--- config.mk ---
export PLATFORM = sky130hd
export DESIGN_NAME = fetch_unit
export DESIGN_NICKNAME = d
export VERILOG_FILES = /design/src/rtl/fetch_unit.sv
export SDC_FILE = /design/constraint.sdc
export NUM_CORES = 1
export LEC_CHECK = 0
export CORE_MARGIN = 2
export CORE_UTILIZATION = 48
export CTS_BUF_LIST = sky130_fd_sc_hd__clkbuf_16
export CTS_CLUSTER_DIAMETER = 100
export DETAILED_ROUTE_END_ITERATION = 7
export PLACE_DENSITY = 0.87
export SYNTH_ARGS = -nofsm -noshare
export SYNTH_HDL_FRONTEND = slang
export SYNTH_SLANG_ARGS = --single-unit
--- constraint.sdc ---
create_clock -name clk_i -period 14 [get_ports clk_i]
set_input_delay 2.1 -clock clk_i [delete_from_list [all_inputs] [get_ports clk_i]]
set_output_delay 2.1 -clock clk_i [all_outputs]
set_load 0.02 [all_outputs]
--- src/rtl/fetch_unit.sv ---
// Instruction fetch stage: owns the PC, issues word requests to instruction memory and
// buffers returned words in a 2-entry FIFO toward decode; a taken branch squashes in-flight data.
module fetch_unit #(
    parameter logic [31:0] RESET_PC = 32'h0000_0000
) (
    input  logic        clk_i,
    input  logic        rst_ni,

    output logic        imem_req_o,
    output logic [31:0] imem_addr_o,
    input  logic        imem_gnt_i,
    input  logic        imem_rvalid_i,
    input  logic [31:0] imem_rdata_i,

    input  logic        take_branch_i,
    input  logic [31:0] branch_target_i,

    output logic        instr_valid_o,
    output logic [31:0] instr_o,
    output logic [31:0] instr_pc_o,
    input  logic        instr_ready_i
);

    localparam logic [31:0] RESET_ADDR = RESET_PC & 32'hFFFF_FFFC;

    logic [31:0] fetch_pc_q;
    logic [31:0] head_pc_q;
    logic [31:0] fifo_q [2];
    logic        rd_ptr_q;
    logic [1:0]  count_q;
    logic [1:0]  outstanding_q;
    logic [1:0]  discard_q;

    logic        pop;
    logic        issue;
    logic        rsp;
    logic        push;
    logic        wr_ptr;
    logic [2:0]  occupancy;
    logic [31:0] target_pc;

    always_comb begin
        instr_valid_o = rst_ni && (count_q != 2'd0) && !take_branch_i;
        pop           = instr_valid_o && instr_ready_i;
        // Words in flight plus buffered must never exceed the FIFO depth.
        occupancy     = {1'b0, outstanding_q} + {1'b0, count_q} - {2'b00, pop};
        imem_req_o    = rst_ni && !take_branch_i && (occupancy < 3'd2);
        issue         = imem_req_o && imem_gnt_i;
        // A response with nothing outstanding is a protocol violation and is ignored.
        rsp           = rst_ni && imem_rvalid_i && (outstanding_q != 2'd0);
        push          = rsp && (discard_q == 2'd0) && !take_branch_i;
        wr_ptr        = rd_ptr_q ^ (count_q != 2'd0);
        target_pc     = branch_target_i & 32'hFFFF_FFFC;
    end

    assign imem_addr_o = fetch_pc_q;
    assign instr_o     = fifo_q[rd_ptr_q];
    assign instr_pc_o  = head_pc_q;

    always_ff @(posedge clk_i) begin
        if (!rst_ni) begin
            fetch_pc_q    <= RESET_ADDR;
            head_pc_q     <= RESET_ADDR;
            rd_ptr_q      <= 1'b0;
            count_q       <= 2'd0;
            outstanding_q <= 2'd0;
            discard_q     <= 2'd0;
        end else if (take_branch_i) begin
            fetch_pc_q    <= target_pc;
            head_pc_q     <= target_pc;
            count_q       <= 2'd0;
            // Every response still in flight after this edge belongs to the old path.
            outstanding_q <= outstanding_q - {1'b0, rsp};
            discard_q     <= outstanding_q - {1'b0, rsp};
        end else begin
            if (issue) begin
                fetch_pc_q <= fetch_pc_q + 32'd4;
            end
            if (pop) begin
                head_pc_q <= head_pc_q + 32'd4;
                rd_ptr_q  <= ~rd_ptr_q;
            end
            count_q       <= count_q + {1'b0, push} - {1'b0, pop};
            outstanding_q <= outstanding_q + {1'b0, issue} - {1'b0, rsp};
            if (rsp && (discard_q != 2'd0)) begin
                discard_q <= discard_q - 2'd1;
            end
        end
    end

    always_ff @(posedge clk_i) begin
        if (push) begin
            fifo_q[wr_ptr] <= imem_rdata_i;
        end
    end

endmodule

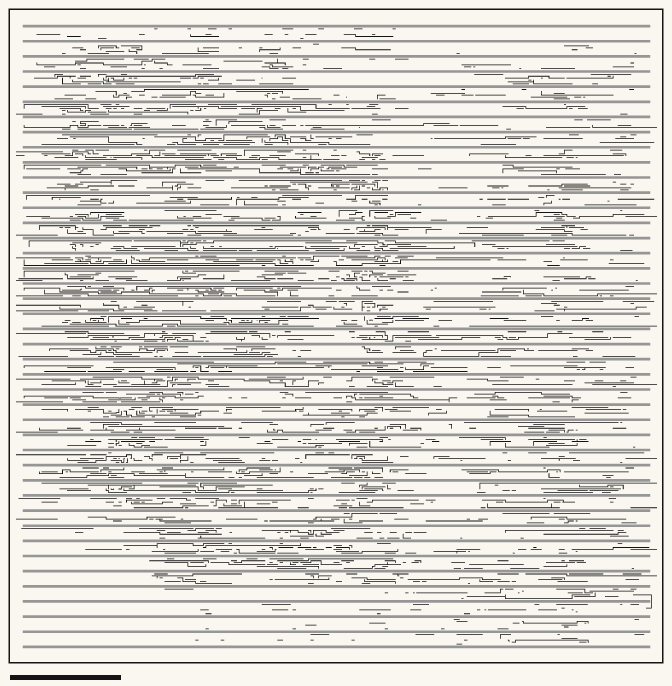
*The metal 1 layer, run 1*
The bar under the picture is 20 µm long. Supply wires on this layer in grey.
The wires run mostly horizontal. The longest straight run is 38.6 µm.
overall via count from detail_route: 5356
met1 capacity usage during global routing: 32.6%
drt total wl: 17.7 mm

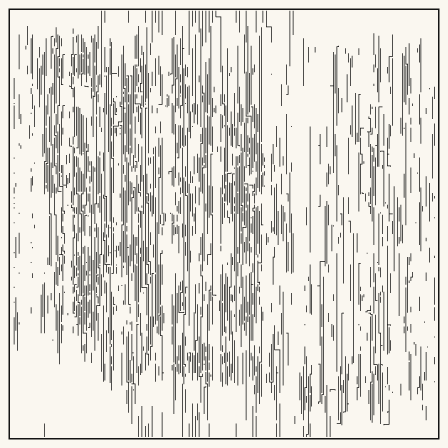
*Met2 routing, run 1*
The longest straight run is 48.3 µm. The layer holds 48% of the routed length.
met2 Track Usage GR: 43.7%

==> Flow_metrics.wiki, run 1 <==
=== Physical design figures ===
{| class="wikitable"
! Metric !! Value
|-
| Number of logic inverters in the finished layout || 16
|-
| Number of design-rule violations left by the first detailed-router iteration || slightly above 500
|-
| Number of sequential cells || 132
|-
| Detailed-router iteration count before antenna repair || 5
|-
| Vertical die dimension || 117 µm
|-
| Main power group || clock
|-
| Final Hold Vio Count || 0
|-
| Number of buffers and inverters on the critical path || 3
|-
| Hold Buf Count CTS || 0
|-
| Placeable Area || ~13000 µm²
|-
| Post-synthesis share of cell area spent on full adders, half adders and majority gates || 1.96%
|-
| Number of antenna diodes || 0
|-
| Status || completed
|-
| Max Cap Viol || 0
|-
| Worst max-slew margin expressed relative to the limit || 44.6%
|-
| CP required || 11900 ps
|-
| Buffers added on ports || 161
|-
| Overall overflow remaining after global route || 0
|-
| Static power due to leakage || 2.93 nW
|-
| Placement-stage worst setup slack || 6540 ps
|-
| DRC violations left || 0
|-
| Global routing's busiest layer || met2
|-
| DR WL met2 || 8.47 mm
|-
| Final routed wire length divided by cell count || roughly 19 µm
|}
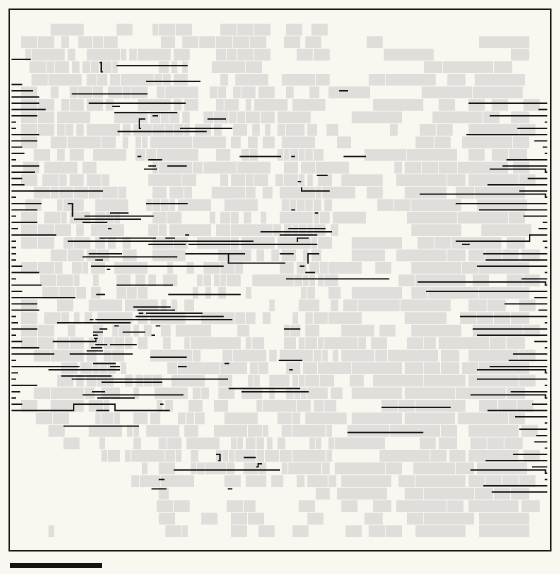
*The metal 3 layer, run 1*
The bar under the picture is 20 µm long. Cells faint in the background.
The wires run mostly horizontal. The layer carries 1650 µm of wire. The layer holds 9.3% of the routed length. 189 nets have wire on it.
met3 usage: 6.75%

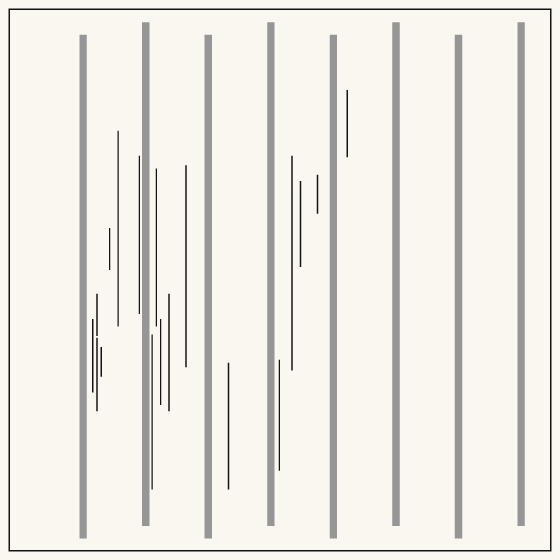
*Metal 4, run 1*
Supply wires on this layer in grey.
The wires run mostly vertical. The layer holds 2.4% of the routed length.

### The clock network, run 1

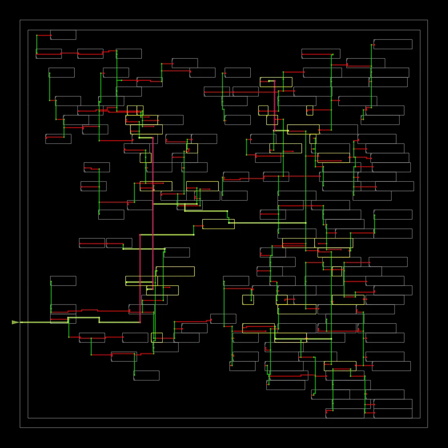

--- run 2 (diff from run 1) ---
CORE_UTILIZATION = 44   (was 48)
PLACE_DENSITY = 0.84   (was 0.87)
clock period = 6.33 ns   (was 14 ns; I/O delays follow)
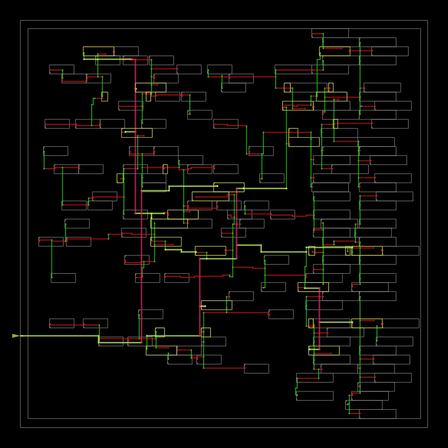
*The clock network, run 2*
clock buffer count in the final layout: 17
number of buffers added by the clock tree synthesis step: 17
reported clock group power: 0.913 mW
clock latency at the later pin of the worst-skew pair: 420 ps
Num Clock Sinks: 132

==> Flow_metrics.wiki, run 2 <==
=== Physical design figures ===
{| class="wikitable"
! Metric !! Value
|-
| Non-filler cells in the finished layout || 931
|-
| Drt total wl || 17.5 mm (-1.3%)
|-
| Number of buffers and inverters on the critical path || 2 (-1)
|-
| Placeable Area || 13800 µm² (+9.6%)
|-
| Unrepaired setup endpoints after global routing || false
|-
| Met3 usage || 8.10% (+1.4 points)
|-
| Main power group || registers
|-
| Number of logic inverters in the finished layout || 16 (unchanged)
|-
| Via count of the first global-routing pass || 5162
|-
| Pwr/cell area || 250 nW/µm²
|-
| Post-synthesis share of cell area spent on full adders, half adders and majority gates || 1.96% (unchanged)
|-
| Number of antenna diodes || 0 (unchanged)
|-
| DR WL met2 || 8.19 mm (-3.4%)
|-
| Worst max-slew margin expressed relative to the limit || 44.3% (-0.35 points)
|-
| DRC violations left || 0 (unchanged)
|-
| Met2 Track Usage GR || 38.9% (-4.9 points)
|-
| Global routing's busiest layer || met2
|-
| Vertical die dimension || 122 µm (+4.3%)
|-
| Number of distinct library cell variants in the gate-level netlist after synthesis || 61
|-
| Placement-stage worst setup slack || 1310 ps (-5240 ps)
|-
| Final Hold Vio Count || 0 (unchanged)
|-
| Fraction of final layout cells with drive strength greater than 1 || 10.9%
|-
| Worst Max-Slew Pin Slew || about 830 ps
|-
| Clock period minus final worst setup slack || 4890 ps
|-
| Overall overflow remaining after global route || 0 (unchanged)
|-
| Number of sequential cells || 132 (unchanged)
|-
| Overall via count from detail_route || 5281 (-1.4%)
|-
| Number of design-rule violations left by the first detailed-router iteration || 456 (-11%)
|-
| Status || completed
|-
| Terminus of the critical flop-to-flop path || outstanding_q[1]
|-
| Floorplan row count || 43
|-
| Max Cap Viol || 0 (unchanged)
|-
| Met1 capacity usage during global routing || 28.9% (-3.7 points)
|-
| #FFs+latches synth || 132
|-
| CP required || 5380 ps (-6520 ps)
|-
| Buffers added on ports || 161 (unchanged)
|-
| Hold Buf Count CTS || 0 (unchanged)
|-
| Static power due to leakage || 2.92 nW (-0.40%)
|-
| Detailed-router iteration count before antenna repair || 5 (unchanged)
|}
--- run 3 (diff from run 2) ---
clock period = 4.3 ns   (was 6.33 ns; I/O delays follow)
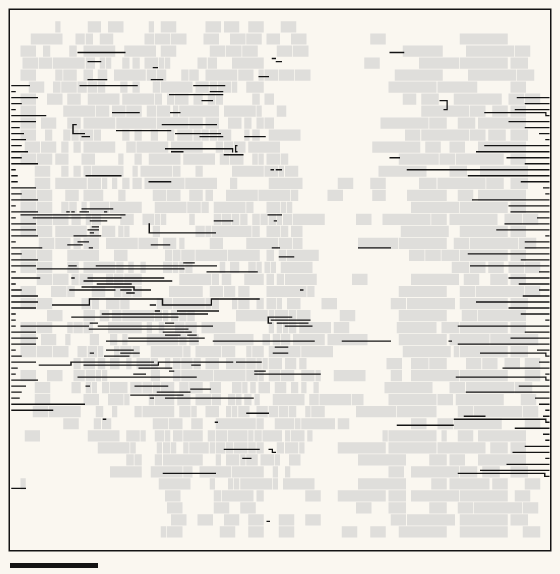
*The metal 3 layer, run 3*
The bar under the picture is 20 µm long. Cells faint in the background.
The longest straight run is 33.1 µm. The wires run mostly horizontal. 204 nets have wire on it. The layer carries 1720 µm of wire.
overall via count from detail_route: 5437
met3 usage: 6.23%

==> Flow_metrics.wiki, run 3 <==
=== Physical design figures ===
{| class="wikitable"
! Metric !! Value
|-
| Vertical die dimension || 122 µm (unchanged)
|-
| Met1 WL || between 7 and 8 mm
|-
| CP required || 3650 ps (-1730 ps)
|-
| Num Clock Sinks || 132 (unchanged)
|-
| Clock buffer count in the final layout || 20 (+3)
|-
| Placement-stage worst setup slack || 274 ps (-1030 ps)
|-
| Worst Hold Margin || ~560 ps
|-
| Met1 capacity usage during global routing || 29.7% (+0.74 points)
|-
| DRC violations left || 0 (unchanged)
|-
| Final Hold Vio Count || 0 (unchanged)
|-
| Global routing's busiest layer || met2
|-
| Met2 Track Usage GR || 39.8% (+0.91 points)
|-
| Number of logic inverters in the finished layout || 16 (unchanged)
|-
| Max Cap Viol || 0 (unchanged)
|-
| DR WL met2 || 8.58 mm (+4.8%)
|-
| Number of design-rule violations left by the first detailed-router iteration || 573 (+26%)
|-
| Floorplan row count || 43 (unchanged)
|-
| Status || completed
|-
| Number of buffers added by the clock tree synthesis step || 17 (unchanged)
|-
| Pwr/cell area || 368 nW/µm² (+47%)
|-
| Number of buffers and inverters on the critical path || 2 (unchanged)
|-
| Clock period minus final worst setup slack || roughly 4000 ps
|-
| Worst max-slew margin expressed relative to the limit || 48.6% (+4.3 points)
|-
| Reported clock group power || 1.37 mW (+50%)
|-
| Fraction of final layout cells with drive strength greater than 1 || 12.4% (+1.5 points)
|-
| Drt total wl || 18.0 mm (+3.0%)
|-
| Clock latency at the later pin of the worst-skew pair || 420 ps (about the same)
|-
| Buffers added on ports || 161 (unchanged)
|-
| Via count of the first global-routing pass || 5474 (+6.0%)
|-
| Overall power of the completed layout || 3.15 mW
|-
| Placeable Area || 13800 µm² (unchanged)
|-
| Main power group || registers
|-
| Terminus of the critical flop-to-flop path || imem_addr_o[23]
|-
| Number of antenna diodes || 0 (unchanged)
|-
| Non-filler cells in the finished layout || 939 (+0.86%)
|-
| #FFs+latches synth || 132 (unchanged)
|-
| Worst Max-Slew Pin Slew || 766 ps (-64.8 ps)
|-
| Number of sequential cells || 132 (unchanged)
|-
| Number of distinct library cell variants in the gate-level netlist after synthesis || 61 (unchanged)
|}
No activity file was given, so power comes from the tool's default toggle rates.
